### src/rtl/enemy_fire_scheduler.sv
// Per-frame enemy fire scheduler: threshold/cooldown request, round-robin grant into a bullet-slot pool.
// Optional ENEMY_FIRE_STATS_EN adds saturating shots_fired_o / shots_dropped_o counters.
module enemy_fire_scheduler #(
    parameter int NUM_SLOTS       = 4,
    parameter int SLOT_W          = 2,
    parameter int CD_W            = 8,
    parameter int COOLDOWN_FRAMES = 30
) (
    input  logic                 frame_clk_i,
    input  logic                 rst_n_i,
    input  logic                 clear_i,
    input  logic                 enable_i,
    input  logic [5:0]           fire_threshold_i,
    input  logic [3:0]           enemy_alive_i,
    input  logic [5:0]           enemy_shoot1_i,
    input  logic [5:0]           enemy_shoot2_i,
    input  logic [5:0]           enemy_shoot3_i,
    input  logic [5:0]           enemy_shoot4_i,
    input  logic [NUM_SLOTS-1:0] slot_free_i,
`ifdef ENEMY_FIRE_STATS_EN
    output logic [15:0]          shots_fired_o,
    output logic [15:0]          shots_dropped_o,
`endif
    output logic                 spawn_valid_o,
    output logic [1:0]           spawn_enemy_o,
    output logic [SLOT_W-1:0]    spawn_slot_o,
    output logic [NUM_SLOTS-1:0] slots_busy_o,
    output logic [3:0]           cooldown_active_o
);

    logic [CD_W-1:0]      cd_q [4];
    logic [CD_W-1:0]      cd_d [4];
    logic [1:0]           rr_q, rr_d;
    logic [NUM_SLOTS-1:0] busy_q, busy_d;
    logic                 valid_q, valid_d;
    logic [1:0]           enemy_q, enemy_d;
    logic [SLOT_W-1:0]    slot_q, slot_d;
    logic [3:0]           cd_act_q, cd_act_d;

    logic [5:0]           shoot [4];
    logic [3:0]           req;
    logic                 found;
    logic [1:0]           winner;
    logic [1:0]           idx;
    logic                 slot_ok;
    logic [SLOT_W-1:0]    slot_sel;
    logic                 grant;

    assign shoot[0] = enemy_shoot1_i;
    assign shoot[1] = enemy_shoot2_i;
    assign shoot[2] = enemy_shoot3_i;
    assign shoot[3] = enemy_shoot4_i;

    always_comb begin
        for (int i = 0; i < 4; i++) begin
            req[i] = enemy_alive_i[i] && (shoot[i] < fire_threshold_i) && (cd_q[i] == '0);
        end

        found  = 1'b0;
        winner = rr_q;
        idx    = rr_q;
        for (int k = 0; k < 4; k++) begin
            idx = rr_q + 2'(k);
            if (!found && req[idx]) begin
                found  = 1'b1;
                winner = idx;
            end
        end

        // Descending scan so the lowest idle slot is the one left selected.
        slot_ok  = 1'b0;
        slot_sel = '0;
        for (int j = NUM_SLOTS - 1; j >= 0; j--) begin
            if (!busy_q[j]) begin
                slot_ok  = 1'b1;
                slot_sel = SLOT_W'(j);
            end
        end

        grant = enable_i && found && slot_ok;
    end

    always_comb begin
        rr_d    = rr_q;
        enemy_d = enemy_q;
        slot_d  = slot_q;
        valid_d = 1'b0;
        busy_d  = busy_q & ~slot_free_i;
        for (int i = 0; i < 4; i++) begin
            cd_d[i] = cd_q[i];
        end

        if (enable_i) begin
            for (int i = 0; i < 4; i++) begin
                if (cd_q[i] != '0) begin
                    cd_d[i] = cd_q[i] - 1'b1;
                end
            end
            if (grant) begin
                valid_d          = 1'b1;
                enemy_d          = winner;
                slot_d           = slot_sel;
                busy_d[slot_sel] = 1'b1;
                cd_d[winner]     = CD_W'(COOLDOWN_FRAMES);
                rr_d             = winner + 2'd1;
            end
        end

        for (int i = 0; i < 4; i++) begin
            cd_act_d[i] = (cd_d[i] != '0);
        end
    end

    always_ff @(posedge frame_clk_i or negedge rst_n_i) begin
        if (!rst_n_i) begin
            rr_q     <= '0;
            busy_q   <= '0;
            valid_q  <= 1'b0;
            enemy_q  <= '0;
            slot_q   <= '0;
            cd_act_q <= '0;
            for (int i = 0; i < 4; i++) cd_q[i] <= '0;
        end else if (clear_i) begin
            rr_q     <= '0;
            busy_q   <= '0;
            valid_q  <= 1'b0;
            enemy_q  <= '0;
            slot_q   <= '0;
            cd_act_q <= '0;
            for (int i = 0; i < 4; i++) cd_q[i] <= '0;
        end else begin
            rr_q     <= rr_d;
            busy_q   <= busy_d;
            valid_q  <= valid_d;
            enemy_q  <= enemy_d;
            slot_q   <= slot_d;
            cd_act_q <= cd_act_d;
            for (int i = 0; i < 4; i++) cd_q[i] <= cd_d[i];
        end
    end

    assign spawn_valid_o     = valid_q;
    assign spawn_enemy_o     = enemy_q;
    assign spawn_slot_o      = slot_q;
    assign slots_busy_o      = busy_q;
    assign cooldown_active_o = cd_act_q;

`ifdef ENEMY_FIRE_STATS_EN
    logic [15:0] fired_q, dropped_q;
    logic        drop;

    assign drop = enable_i && found && !slot_ok;

    always_ff @(posedge frame_clk_i or negedge rst_n_i) begin
        if (!rst_n_i) begin
            fired_q   <= '0;
            dropped_q <= '0;
        end else if (clear_i) begin
            fired_q   <= '0;
            dropped_q <= '0;
        end else begin
            if (grant && fired_q != 16'hFFFF) fired_q <= fired_q + 16'd1;
            if (drop && dropped_q != 16'hFFFF) dropped_q <= dropped_q + 16'd1;
        end
    end

    assign shots_fired_o   = fired_q;
    assign shots_dropped_o = dropped_q;
`endif

endmodule

### config.mk
export PLATFORM = sky130hd
export DESIGN_NAME = enemy_fire_scheduler
export DESIGN_NICKNAME = d
export VERILOG_FILES = /design/src/rtl/enemy_fire_scheduler.sv
export SDC_FILE = /design/constraint.sdc
export NUM_CORES = 1
export LEC_CHECK = 0
export CORE_ASPECT_RATIO = 1.4
export CORE_MARGIN = 2
export CORE_UTILIZATION = 57
export CTS_BUF_LIST = sky130_fd_sc_hd__clkbuf_8
export DETAILED_ROUTE_END_ITERATION = 7
export GPL_TIMING_DRIVEN = 0
export HOLD_SLACK_MARGIN = 0.1
export PLACE_DENSITY = 0.84
export REMOVE_ABC_BUFFERS = 1
export SLEW_MARGIN = 40
export SYNTH_ARGS = -nofsm -noshare
export SYNTH_HDL_FRONTEND = slang
export SYNTH_SLANG_ARGS = --single-unit
export TNS_END_PERCENT = 20
### constraint.sdc
create_clock -name frame_clk_i -period 3.65 [get_ports frame_clk_i]
set_input_delay 0.365 -clock frame_clk_i [delete_from_list [all_inputs] [get_ports frame_clk_i]]
set_output_delay 0.365 -clock frame_clk_i [all_outputs]
set_load 0.02 [all_outputs]
**Run 1: the clock network**

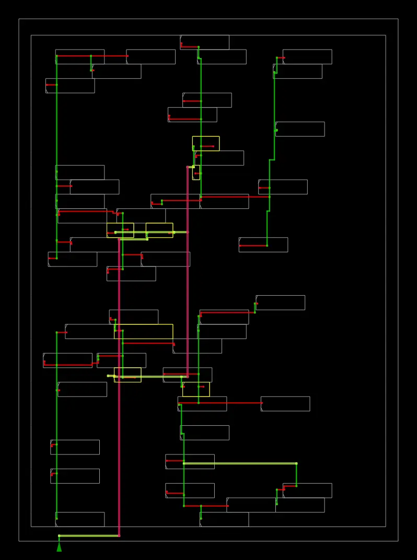
Power Clock: 367 uW
flop count: 47
CTS Buf Count: 5
clock latency on the worst-skew pair: 0.30 ns

**Run 1: M1 wires**

Supply wires on this layer in grey. Cells faint in the background.
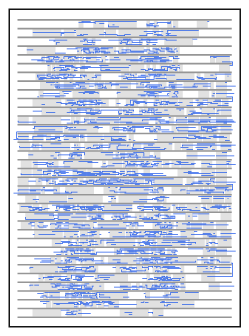
share of all routed wire: 40%
wire length on this layer: 3450 um
GR Util met1: 0.282
total wire length: 8660 um
via count: 3389

**Run 1: cells coloured by class**

The bar under the picture is 20 um long.
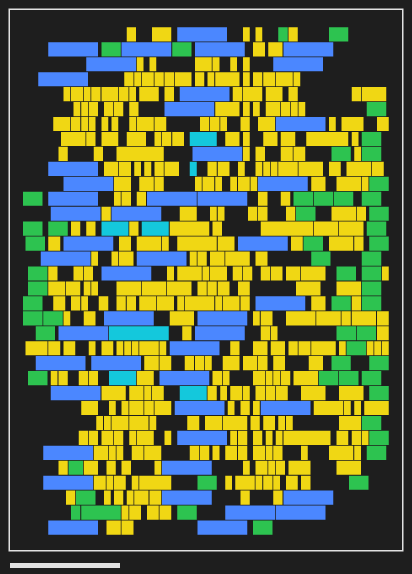
| colour | class | cells | share of their area |
|---|---|---|---|
| yellow | remaining logic cells | 367 | 56% |
| cyan | clock drivers and dummy loads | 7 | 2.4% |
| green | remaining buffers and delay cells | 56 | 13% |
| blue | registers | 47 | 28% |
Seq/total area: 0.274
post-route cell area: 0.00430 mm2
num rows: 34
final core utilization: 0.697

==> impl_metrics.env, run 1 <==
# physical design summary
export IMPL_die_w_um=71.3
export IMPL_critPathTopFamily="AND-OR/OR-AND gates"
export IMPL_antenna_left=0
export IMPL_ys_warnings_count=0
export IMPL_slew_viol_final=0
export IMPL_drc_errors=0
export IMPL_ys_sh_xor=0.0121
export IMPL_power_mw=3.25
export IMPL_synth_area_mm2=0.00362
export IMPL_p_comb_frac=0.606
export IMPL_largestClassByArea="multi-input combinational cells"
export IMPL_globalRouteMet3Util=0.0310
export IMPL_fmax_mhz=293
export IMPL_crit_buf_inv=3
export IMPL_final_nonclk_buf_share=0.130
export IMPL_port_buffers=54
export IMPL_crit_chain="clkdlybuf4s50_1 > inv_1 > ha_1 > a21oi_1 > o2111a_1 > o2111ai_2 > nand2_1 > a21oi_1 > a211oi_2 > inv_1 > ha_1 > o2111ai_1 > a21boi_0 > a41oi_1"
export IMPL_min_period_ns=3.41
export IMPL_crit_start="fire_threshold_i[3]"
export IMPL_simple_gate_area_frac=0.267
export IMPL_area_delta_synth_final_pct=18.8
export IMPL_syn_area_per_cell_um2=8.40
export IMPL_synth_top_area_share=0.325
export IMPL_max_slew_margin=0.488
export IMPL_clockBufferCount=5
export IMPL_pwr_share_clk=0.113
export IMPL_warning_count=29
export IMPL_power_leakage_nw=1.87
export IMPL_critPathLaunchType="input port"
export IMPL_critPathSlowestCell="clkdlybuf4s50_1"
export IMPL_worstPathRequired_ns=3.80
export IMPL_grt_overflow_total=0
export IMPL_clkSlewWorstSetupHoldPaths_ns=0.09
export IMPL_met2_usage=0.499
export IMPL_yosysTopAreaCell="dfrtp_1"
export IMPL_ctsHoldBuffers=1
export IMPL_ys_cells=431
export IMPL_gp_congestion=0.892
export IMPL_post_drt_via_cell_ratio=6.17
export IMPL_cp_end_kind="flop"
export IMPL_worstPathArrival_ns=3.56
export IMPL_first_global_vias=3510
export IMPL_antenna_cells=0
export IMPL_power_top_group="combinational cells"
export IMPL_reg2reg_slack_ns=0.33
export IMPL_status="complete, no violations"
export IMPL_adder_share=0.100
export IMPL_h_tree_depth=2
export IMPL_yosysSeqAreaShare=0.325
export IMPL_n_tap_cell=72
export IMPL_finClkSkew_ns=0.00868
export IMPL_area_leaders="dfrtp_1 33%, ha_1 10%, a21oi_1 6.6%, nand2_1 5.4%, nor2_1 3.4%"
export IMPL_grt_usage=0.258
export IMPL_ys_area_mm2=0.00362
export IMPL_slowest_delay_ns=0.45
export IMPL_critPathCapture="cooldown_active_o[0]"
export IMPL_reg2reg_from="cd_q[16]"
export IMPL_switchingPower_mw=1.51
export IMPL_nNetsFinal=548
export IMPL_antenna_found_initial=0
export IMPL_ys_seq_elements=47
export IMPL_switching_share=0.465
export IMPL_die_area_mm2=0.00701
export IMPL_cap_violations=0
export IMPL_seqPwrFrac=0.281
export IMPL_core_area_mm2=0.00617
export IMPL_initCoreUtil=0.587
export IMPL_power_density_mw_per_mm2=757
export IMPL_multi_input_comb_cells=340
## Run 2: what changed since run 1
CTS_CLUSTER_SIZE = 8   (was unset)
MAX_ROUTING_LAYER = met4   (was unset)
**Run 2: clock network drawn from the DEF**

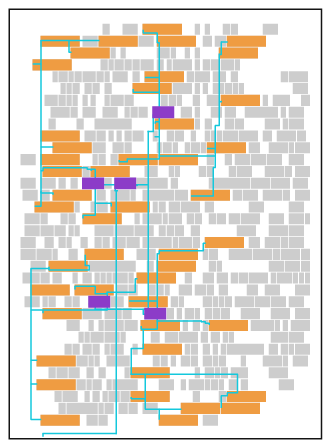
[purple] clock-net drivers | count: 5
[orange] flip-flops | count: 47
[cyan] clock wires | length: 596 um
routed clock nets: 6
post-route clock skew: 0.0104 ns
Power Clock: 371 uW
clock power share: 0.114

==> impl_metrics.env, run 2 <==
# physical design summary
export IMPL_worstPathRequired_ns=3.80
export IMPL_reg2reg_slack_ns=0.32
export IMPL_antenna_cells=0
export IMPL_rows=34
export IMPL_cap_violations=0
export IMPL_clkSlewWorstSetupHoldPaths_ns=0.09
export IMPL_h_tree_depth=2
export IMPL_die_area_mm2=0.00701
export IMPL_yosysTopAreaCell="dfrtp_1"
export IMPL_n_tap_cell=72
export IMPL_critPathLaunchType="input port"
export IMPL_globalRouteMet3Util=0.0310
export IMPL_post_drt_via_cell_ratio=6.21
export IMPL_grt_usage=0.265
export IMPL_syn_area_per_cell_um2=8.40
export IMPL_drc_errors=0
export IMPL_initCoreUtil=0.587
export IMPL_p_comb_frac=0.605
export IMPL_yosysSeqAreaShare=0.325
export IMPL_ys_sh_xor=0.0121
export IMPL_port_buffers=54
export IMPL_clk_latency_ns=0.30
export IMPL_crit_chain="clkdlybuf4s50_1 > inv_1 > ha_1 > a21oi_1 > o2111a_1 > o2111ai_2 > nand2_1 > a21oi_1 > a211oi_2 > inv_1 > ha_1 > o2111ai_1 > a21boi_0 > a41oi_1"
export IMPL_power_density_mw_per_mm2=758
export IMPL_vias=3407
export IMPL_first_global_vias=3512
export IMPL_critPathSlowestCell="clkdlybuf4s50_1"
export IMPL_status="complete, no violations"
export IMPL_power_top_group="combinational cells"
export IMPL_grt_use_met1=0.281
export IMPL_switchingPower_mw=1.52
export IMPL_power_leakage_nw=1.87
export IMPL_cp_end_kind="flop"
export IMPL_fin_util=0.697
export IMPL_warning_count=29
export IMPL_critPathTopFamily="AND-OR/OR-AND gates"
export IMPL_area_leaders="dfrtp_1 33%, ha_1 10%, a21oi_1 6.6%, nand2_1 5.4%, nor2_1 3.4%"
export IMPL_adder_share=0.100
export IMPL_seq_cells=47
export IMPL_die_w_um=71.3
export IMPL_power_mw=3.26
export IMPL_crit_buf_inv=3
export IMPL_ys_area_mm2=0.00362
export IMPL_largestClassByArea="multi-input combinational cells"
export IMPL_multi_input_comb_cells=340
export IMPL_slew_viol_final=0
export IMPL_fin_area_mm2=0.00430
export IMPL_reg2reg_from="cd_q[16]"
export IMPL_sh_seq_area=0.274
export IMPL_grt_overflow_total=0
export IMPL_seqPwrFrac=0.281
export IMPL_core_area_mm2=0.00617
export IMPL_critPathCapture="cooldown_active_o[0]"
export IMPL_area_delta_synth_final_pct=18.8
export IMPL_met2_usage=0.500
export IMPL_ys_seq_elements=47
export IMPL_cts_buffers=5
export IMPL_worstPathArrival_ns=3.56
export IMPL_ys_cells=431
export IMPL_ys_warnings_count=0
**Run 2: the clock network**

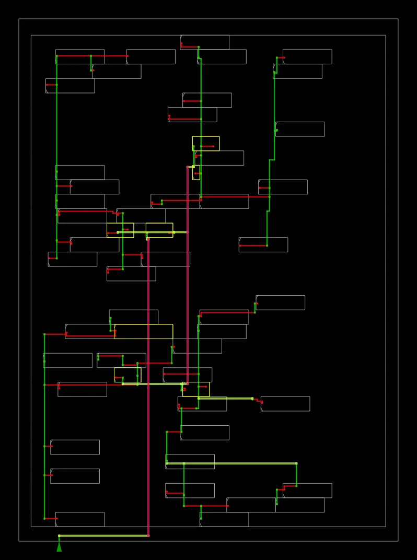
Clock Sinks: 47
Clock buffer cells: 5

No activity file was given, so power comes from the tool's default toggle rates.
